**Run 1: clock routing**

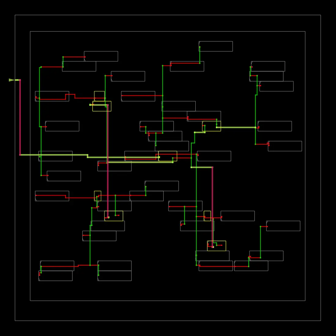
**Run 1: cell classes on the final placement**

The bar under the picture is 20 µm long. Fill, decap, tap and diode cells in gray.
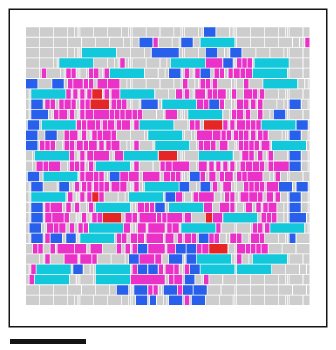
**Run 1: gate-type map**

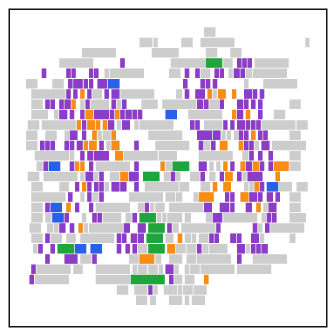
$ cat config.mk
export PLATFORM = sky130hd
export DESIGN_NAME = fetch_ctrl_flat
export DESIGN_NICKNAME = d
export VERILOG_FILES = /design/src/rtl/core_ctrl_pkg.sv /design/src/rtl/fetch_ctrl_if.sv /design/src/rtl/sat_counter.sv /design/src/rtl/fetch_ctrl.sv /design/src/flat_wrapper.sv
export SDC_FILE = /design/constraint.sdc
export NUM_CORES = 1
export LEC_CHECK = 0
export ABC_AREA = 1
export ABC_CLOCK_PERIOD_IN_PS = 1600
export CAP_MARGIN = 5
export CORE_MARGIN = 4
export CORE_UTILIZATION = 45
export CTS_CLUSTER_DIAMETER = 80
export DETAILED_ROUTE_END_ITERATION = 16
export PLACE_DENSITY = 0.82
export REMOVE_ABC_BUFFERS = 1
export SYNTH_ARGS = -nofsm -noshare
export SYNTH_HDL_FRONTEND = slang
export SYNTH_SLANG_ARGS = --single-unit
$ cat constraint.sdc
create_clock -name clk -period 1.6 [get_ports clk]
set_input_delay 0.24 -clock clk [delete_from_list [all_inputs] [get_ports clk]]
set_output_delay 0.24 -clock clk [all_outputs]
set_load 0.02 [all_outputs]
$ cat src/rtl/core_ctrl_pkg.sv
// Shared control-path types and defaults for the core front-end sequencer.
package core_ctrl_pkg;

  // Sequencer state; encodings are visible on the state port.
  typedef enum logic [2:0] {
    StBoot   = 3'd0,
    StRun    = 3'd1,
    StDrain  = 3'd2,
    StHalted = 3'd3
  } state_e;

  localparam int unsigned DefaultBootCycles  = 4;
  localparam int unsigned DefaultDrainCycles = 3;

endpackage

$ cat src/rtl/fetch_ctrl_if.sv
// Pipeline-control bundle between the fetch sequencer and the rest of the core.
interface fetch_ctrl_if
  import core_ctrl_pkg::*;
#(
  parameter int unsigned CNT_WIDTH = 16
);

  logic                 load_use_hazard;
  logic                 branch_taken;
  logic                 jump;
  logic                 halt_req;
  logic                 resume;
  logic                 pc_en;
  logic                 ifid_en;
  logic                 ifid_flush;
  logic                 idex_bubble;
  logic                 halted;
  state_e               state;
  logic [CNT_WIDTH-1:0] stall_count;
  logic [CNT_WIDTH-1:0] flush_count;

  // Sequencer side: consumes requests, drives pipeline enables.
  modport master (
    input  load_use_hazard, branch_taken, jump, halt_req, resume,
    output pc_en, ifid_en, ifid_flush, idex_bubble, halted, state,
    output stall_count, flush_count
  );

  // Pipeline / debug side: raises requests, obeys enables.
  modport slave (
    output load_use_hazard, branch_taken, jump, halt_req, resume,
    input  pc_en, ifid_en, ifid_flush, idex_bubble, halted, state,
    input  stall_count, flush_count
  );

endinterface

$ cat src/rtl/sat_counter.sv
// Up-counter that sticks at all-ones instead of wrapping.
module sat_counter #(
  parameter int unsigned Width = 16
) (
  input  logic             clk,
  input  logic             reset,
  input  logic             inc,
  output logic [Width-1:0] count
);

  logic [Width-1:0] count_q;

  // Increment on request unless already saturated.
  always_ff @(posedge clk or posedge reset) begin
    if (reset) begin
      count_q <= '0;
    end else if (inc && (count_q != '1)) begin
      count_q <= count_q + Width'(1);
    end
  end

  assign count = count_q;

endmodule

$ cat src/rtl/fetch_ctrl.sv
// Front-end sequencer: boot hold, load-use stall, redirect flush and halt/drain/resume.
module fetch_ctrl
  import core_ctrl_pkg::*;
#(
  parameter int unsigned BOOT_CYCLES  = DefaultBootCycles,
  parameter int unsigned DRAIN_CYCLES = DefaultDrainCycles,
  parameter int unsigned CNT_WIDTH    = 16
) (
  input logic          clk,
  input logic          reset,
  fetch_ctrl_if.master bus
);

  localparam int unsigned BootW  = $clog2(BOOT_CYCLES + 1);
  localparam int unsigned DrainW = $clog2(DRAIN_CYCLES + 1);

  state_e               state_q;
  logic [BootW-1:0]     boot_cnt_q;
  logic [DrainW-1:0]    drain_cnt_q;
  logic                 halt_pending_q;
  logic                 halted_q;
  logic                 redirect;
  logic                 halt_now;
  logic                 stall_inc;
  logic                 flush_inc;
  logic                 pc_en;
  logic                 ifid_en;
  logic                 ifid_flush;
  logic                 idex_bubble;
  logic [CNT_WIDTH-1:0] stall_cnt;
  logic [CNT_WIDTH-1:0] flush_cnt;

  assign redirect = bus.branch_taken | bus.jump;
  // A halt_req in the current cycle counts as pending, so DRAIN follows immediately.
  assign halt_now = (halt_pending_q | bus.halt_req) & ~bus.load_use_hazard;

  // State, phase counters, pending halt and registered halted flag.
  always_ff @(posedge clk or posedge reset) begin
    if (reset) begin
      state_q        <= StBoot;
      boot_cnt_q     <= '0;
      drain_cnt_q    <= '0;
      halt_pending_q <= 1'b0;
      halted_q       <= 1'b0;
    end else begin
      unique case (state_q)
        StBoot: begin
          if (boot_cnt_q == BootW'(BOOT_CYCLES - 1)) begin
            state_q    <= StRun;
            boot_cnt_q <= '0;
          end else begin
            boot_cnt_q <= boot_cnt_q + BootW'(1);
          end
        end
        StRun: begin
          if (halt_now) begin
            state_q        <= StDrain;
            drain_cnt_q    <= '0;
            halt_pending_q <= 1'b0;
          end else if (bus.halt_req) begin
            halt_pending_q <= 1'b1;
          end
        end
        StDrain: begin
          if (drain_cnt_q == DrainW'(DRAIN_CYCLES - 1)) begin
            state_q  <= StHalted;
            halted_q <= 1'b1;
          end else begin
            drain_cnt_q <= drain_cnt_q + DrainW'(1);
          end
        end
        StHalted: begin
          if (bus.resume) begin
            state_q  <= StRun;
            halted_q <= 1'b0;
          end
        end
        default: begin
          state_q <= StBoot;
        end
      endcase
    end
  end

  // Pipeline enables: hold-and-flush everywhere except RUN, where stall beats redirect.
  always_comb begin
    pc_en       = 1'b0;
    ifid_en     = 1'b1;
    ifid_flush  = 1'b1;
    idex_bubble = 1'b1;
    if (state_q == StRun) begin
      if (bus.load_use_hazard) begin
        ifid_en    = 1'b0;
        ifid_flush = 1'b0;
      end else if (redirect) begin
        pc_en       = 1'b1;
        idex_bubble = 1'b0;
      end else begin
        pc_en       = 1'b1;
        ifid_flush  = 1'b0;
        idex_bubble = 1'b0;
      end
    end
  end

  assign stall_inc = (state_q == StRun) & bus.load_use_hazard;
  assign flush_inc = (state_q == StRun) & ~bus.load_use_hazard & redirect;

  sat_counter #(
    .Width (CNT_WIDTH)
  ) u_stall_cnt (
    .clk   (clk),
    .reset (reset),
    .inc   (stall_inc),
    .count (stall_cnt)
  );

  sat_counter #(
    .Width (CNT_WIDTH)
  ) u_flush_cnt (
    .clk   (clk),
    .reset (reset),
    .inc   (flush_inc),
    .count (flush_cnt)
  );

  assign bus.pc_en       = pc_en;
  assign bus.ifid_en     = ifid_en;
  assign bus.ifid_flush  = ifid_flush;
  assign bus.idex_bubble = idex_bubble;
  assign bus.halted      = halted_q;
  assign bus.state       = state_q;
  assign bus.stall_count = stall_cnt;
  assign bus.flush_count = flush_cnt;

endmodule
$ cat src/flat_wrapper.sv
// flat-port wrapper written by rule: the top's interface ports become plain ports
module fetch_ctrl_flat import core_ctrl_pkg::*;
#(
  parameter int unsigned BOOT_CYCLES  = DefaultBootCycles,
  parameter int unsigned DRAIN_CYCLES = DefaultDrainCycles,
  parameter int unsigned CNT_WIDTH    = 16
)
  (clk, reset, bus_load_use_hazard, bus_branch_taken, bus_jump, bus_halt_req, bus_resume, bus_pc_en, bus_ifid_en, bus_ifid_flush, bus_idex_bubble, bus_halted, bus_state, bus_stall_count, bus_flush_count);
  fetch_ctrl_if #(.CNT_WIDTH(CNT_WIDTH)) bus_i ();
  input logic clk;
  input logic reset;
  input wire logic [$bits(bus_i.load_use_hazard)-1:0] bus_load_use_hazard;
  input wire logic [$bits(bus_i.branch_taken)-1:0] bus_branch_taken;
  input wire logic [$bits(bus_i.jump)-1:0] bus_jump;
  input wire logic [$bits(bus_i.halt_req)-1:0] bus_halt_req;
  input wire logic [$bits(bus_i.resume)-1:0] bus_resume;
  output wire logic [$bits(bus_i.pc_en)-1:0] bus_pc_en;
  output wire logic [$bits(bus_i.ifid_en)-1:0] bus_ifid_en;
  output wire logic [$bits(bus_i.ifid_flush)-1:0] bus_ifid_flush;
  output wire logic [$bits(bus_i.idex_bubble)-1:0] bus_idex_bubble;
  output wire logic [$bits(bus_i.halted)-1:0] bus_halted;
  output wire logic [$bits(bus_i.state)-1:0] bus_state;
  output wire logic [$bits(bus_i.stall_count)-1:0] bus_stall_count;
  output wire logic [$bits(bus_i.flush_count)-1:0] bus_flush_count;
  assign bus_i.load_use_hazard = bus_load_use_hazard;
  assign bus_i.branch_taken = bus_branch_taken;
  assign bus_i.jump = bus_jump;
  assign bus_i.halt_req = bus_halt_req;
  assign bus_i.resume = bus_resume;
  assign bus_pc_en = bus_i.pc_en;
  assign bus_ifid_en = bus_i.ifid_en;
  assign bus_ifid_flush = bus_i.ifid_flush;
  assign bus_idex_bubble = bus_i.idex_bubble;
  assign bus_halted = bus_i.halted;
  assign bus_state = bus_i.state;
  assign bus_stall_count = bus_i.stall_count;
  assign bus_flush_count = bus_i.flush_count;
  fetch_ctrl #(.BOOT_CYCLES(BOOT_CYCLES), .DRAIN_CYCLES(DRAIN_CYCLES), .CNT_WIDTH(CNT_WIDTH)) u_core (.clk(clk), .reset(reset), .bus(bus_i));
endmodule
==> changes_impl.md, run 1 <==
## Implementation

- Outcome: complete, no violations
- Clock Sinks: between 40 and 50
- CTS tree: done
- Worst Setup SP: u_core.bus.state[0]$_DFFE_PP0P_
- Vias/cell: 4.99
- Max Used Layer: met4
- Cells in synth_stat.txt: approximately 360
- CP max FO: 4
- CP Cell Sequence: ha_4 -> nand2_2 -> inv_2 -> a31oi_1 -> buf_4
- CP max stage delay: between 400 and 500 ps
- Met1 usage in global routing: a little over a fifth
- Setup crit end: bus_ifid_flush
- Ys Warns: 0
- Via Count: ~2500
- CP max stage cell: dfrtp_1
- Drt first pass iters: 4
- CTS clock-pin slew for the worst setup and hold paths: about 80 ps
- Unrepaired setup endpoints after global routing: yes
- Worst setup EP type: output port
- Floorplan core density: between 40% and 50%
- Most numerous cell in the Yosys netlist: nand2_1
- HP Class: in2async
- Kind of critical path: reg2out
- Placed Area: 3240 µm²
- Clock-cell share: 2.59%
- Hold Worst Slack: 280 ps
- Latency at later pin: roughly 300 ps
- Reg-to-reg endpoint: u_core.u_stall_cnt.count[14]$_DFFE_PP0P_
- Tool warnings: 31
- # Taps: just over 70
- CTS Hold Buffers Added: 0
- Most frequent cells in the layout: 136 x nand2_1, 42 x inv_1, 41 x dfrtp_1
- DRT met1 WL: between 2 and 3 mm
- Final hold viol count: 0
- Critical Path RT: 1360 ps
- Final Util: 60.6%
- Pre-CTS setup slack: -302 ps
- Main synth FF type: dfrtp_1
- Layout Nets: roughly 450
- Top class by area: logic gates
- Largest net degree at the start of global routing: between 40 and 50
- Final setup margin: roughly 31 ps
- Inverter count: between 40 and 50
- Largest area contributor in the netlist: dfrtp_1
- Post-Synthesis Cells: around 360
- Crit path buffers/inverters: 2
- Vias in the first global route: 2459
- Clk root buf: clkbuf_8
- CTS resizes: 48
- LEAKAGE: around 1.8 nW
- Top post-synthesis cells by count: 137 x nand2_1, 43 x inv_1, 41 x dfrtp_1
- CP arrival: about 1300 ps
- WL met3: ~280 µm
- Detail Placement HPWL: approximately 4.6 mm
- Ys async rst share: 100%
- Final Critical Period: ~1600 ps
- Fill cell count: ~510
- Num CTS Buffers: 5
- Maximum capacitance violations: 0
- Proportion of layout cells with a drive suffix above 1: 15.6%
- Die Wd: between 80 and 90 µm
- Crit path launch type: flip-flop
- WL final: roughly 6 mm
- Yosys chip area: around 2600 µm²
- Non-clk buf share: ~17%
- Met2 usage: between 30 and 40%
- Final antenna-violating net count: 0
- Comb_multi_in: 270
- Reg2Reg Setup Slack: about 110 ps
- Global route hottest layer: met2
- Register-to-Register Path Depth: 11
- Seq/Total Area, Yosys: approximately two fifths
- Die area: slightly below 7000 µm²
- Repair and plain buffers: about 67
- Max Fclk: about 640 MHz
- CP delay by family, top: flip-flops
- WP depth: 5
- # DRC: 0
- Power Dens Cells: between 1000 and 1500 nW/µm²
About 'clock routing':
clock buf count: 5
post-route clock skew: 7.51 ps
registers: 41
P_clk: 0.684 mW

About 'cell classes on the final placement':
Key: clock drivers and dummy loads = red [cells 8]; sequential cells = cyan [cells 41]; combinational and other logic = magenta [cells 319]; remaining buffers and delay cells = blue [cells 67]
num rows: 27
core area: 5510 µm²
flop share of the area: 30.7%
Finished Cell Area: 3340 µm²

About 'gate-type map':
Key: xor and xnor cells = blue [cells 8]; nor cells = orange [cells 45]; fa/ha/maj cells = green [cells 9]; nand cells = purple [cells 184]
Top cell excl fill/tap: nand2_1
non-filler cells in the finished layout: 507
combinational share of cell area: 41.0%

## run 1: worst reg2reg max path, delay by kind of cell (launching register included)
family                   cells  cell delay (ps)
flip-flops                   1              390
adder cells (fa/ha/maj)      1              150
buffers and inverters        3              360
AND/OR/NAND/NOR              7              490
## run 1: power by group
group	leakage (nW)	internal [mW]	switching, mW
Sequential	0.553	1.24	0.175
Combinational	1.18	0.803	1.05
Clock	0.0439	0.301	0.382
Total	1.77	2.34	1.61
## run 1: logic make-up after synthesis
logic type / Yosys count / share of synthesized area [%]
buffers and inverters: 52 / 8.37
and+or+nand+nor: 230 / 39.5
DFF: 41 / 40.2
xor gates and xnor gates: 8 / 2.74
other: 1 / 0.147
AOI/OAI and AO/OA: 22 / 4.65
adders and majority gates: 9 / 4.41
==> run 2, diff against run 1 <==
--- a/config.mk
+++ b/config.mk
@@ -7,7 +7,7 @@
 export LEC_CHECK = 0
 export ABC_AREA = 1
 export ABC_CLOCK_PERIOD_IN_PS = 1600
-export CAP_MARGIN = 5
+export CAP_MARGIN = 10
 export CORE_MARGIN = 4
 export CORE_UTILIZATION = 45
 export CTS_CLUSTER_DIAMETER = 80
**Run 2: clock routing**

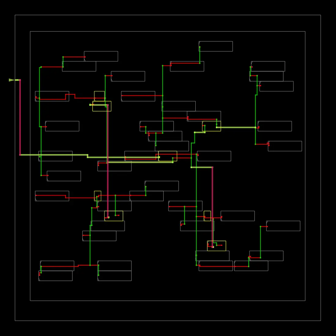
Num CTS Buffers: 5
Latency at later pin: 300 ps
Clock Sinks: 41

**Run 2: cell sizes after repair**

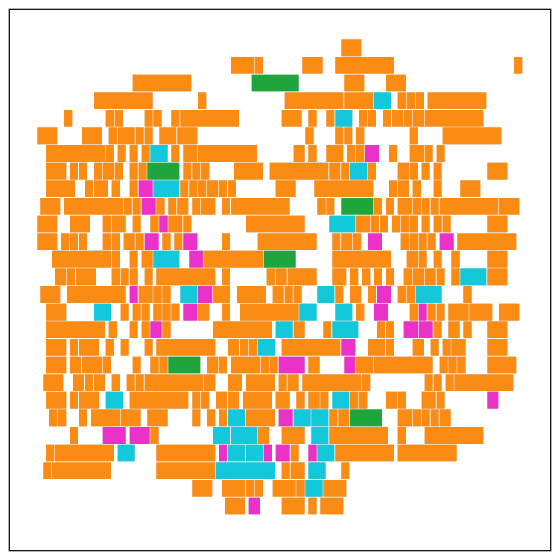
Key: _3 and _4 cells = cyan [cells 32]; _6 and larger = green [cells 6]; _2 cells = magenta [cells 30]; _0 and _1 cells = orange [cells 367]

==> changes_impl.md, run 2 <==
## Implementation

- Reg2Reg Setup Slack: roughly 110 ps
- Layout Nets: 450
- CP delay by family, top: flip-flops
- Post-route clock skew: between 7 and 8 ps
- WL met3: approximately 280 µm
- Kind of critical path: reg2out
- CTS tree: done
- WP depth: 5
- Internal Power: roughly 2.3 mW
- CTS Hold Buffers Added: 0
- Hold Worst Slack: 280 ps
- CP max stage delay: 410 ps
- Clock buf count: 5
- Pre-CTS setup slack: -302 ps
- Max Fclk: approximately 640 MHz
- Ys async rst share: 100%
- CTS clock-pin slew for the worst setup and hold paths: 80 ps
- Drt first pass iters: 4
- Final Util: between 60% and 70%
- LEAKAGE: approximately 1.8 nW
- Global route hottest layer: met2
- Inverter count: between 40 and 50
- Finished Cell Area: about 3300 µm²
- Placed Area: 3240 µm²
- Core area: about 5500 µm²
- Vias/cell: approximately 5
- Yosys chip area: 2550 µm²
- Met1 usage in global routing: a little over a fifth
- Clk pwr share: between 10% and 20%
- Top cell excl fill/tap: nand2_1
- Combinational share of cell area: between 40% and 50%
- Final antenna-violating net count: 0
- Worst Setup SP: u_core.bus.state[0]$_DFFE_PP0P_
- Setup crit end: bus_ifid_flush
- Registers: slightly above 40
- Critical Path RT: ~1400 ps
- Crit path buffers/inverters: 2
- HP Class: in2async
- # Taps: 72
- Fill cell count: around 510
- Main synth FF type: dfrtp_1
- Switch Pwr: 1.61 mW
- Detail Placement HPWL: ~4.6 mm
- Tool warnings: 31
- Post-Synthesis Cells: 363
- Ys Warns: 0
- Proportion of layout cells with a drive suffix above 1: ~16%
- Max Used Layer: met4
- Switching Share: about two fifths
- Worst setup EP type: output port
- Final Critical Period: 1570 ps
- Top class by area: logic gates
- Met2 usage: 33.7%
- Top post-synthesis cells by count: 137 x nand2_1, 43 x inv_1, 41 x dfrtp_1
- Reg-to-reg endpoint: u_core.u_stall_cnt.count[14]$_DFFE_PP0P_
- Outcome: complete, no violations
- # DRC: 0
- Comb_multi_in: between 200 and 300
- Most frequent cells in the layout: 136 x nand2_1, 42 x inv_1, 41 x dfrtp_1
- Non-filler cells in the finished layout: slightly above 500
- Die Wd: ~83 µm
- Largest area contributor in the netlist: dfrtp_1
- Most numerous cell in the Yosys netlist: nand2_1
- Die area: around 6900 µm²
- Maximum capacitance violations: 0
- Seq/Total Area, Yosys: roughly 40%
- Crit path launch type: flip-flop
- Cells in synth_stat.txt: about 360
- Clock-cell share: around 2.6%
- CP max FO: 4
- Unrepaired setup endpoints after global routing: yes
- Largest net degree at the start of global routing: 42
- CP max stage cell: dfrtp_1
- Floorplan core density: about 46%
- Repair and plain buffers: 67
- Clk root buf: clkbuf_8
- Vias in the first global route: around 2500
- Final hold viol count: 0
**Run 2: metal 2**

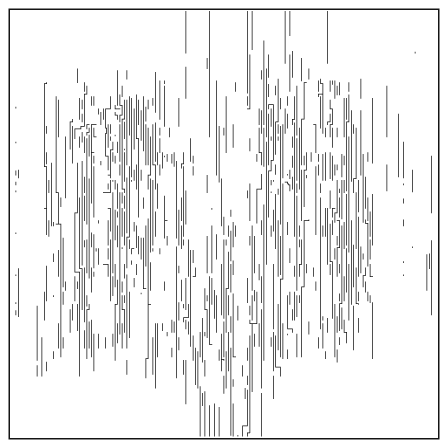
The wires run mostly vertical. 366 nets have wire on it. The layer holds 52% of the routed length.
Via Count: 2531
WL final: 6.17 mm

## run 2: cell counts in the layout (fill, tap and decap cells not counted)
Identical to the previous run, type by type.
## run 2: cell families (layout without fill, tap and decap cells)
family / Yosys count / in the layout / share of synthesized area (%)
xor+xnor: 8 / 8 / 2.74
other cells: 1 / 1 / 0.147
fa+ha+maj: 9 / 9 / 4.41
simple gates: 230 / 230 / 39.5
flops: 41 / 41 / 40.2
buf+inv: 52 / 124 / 8.37
compound gates: 22 / 22 / 4.65
## run 2: power by group through the flow
stage	registers [mW]	logic [mW]	clock network (mW)
detailed placement	1.42	1.92	0
floorplan	1.62	0.811	0
finish	1.41	1.86	0.684
CTS	1.41	1.83	0.709
global route	1.43	2.08	0.757
global placement	1.41	1.86	0
Power figures rest on the tool's default switching activity, not on a simulated workload.
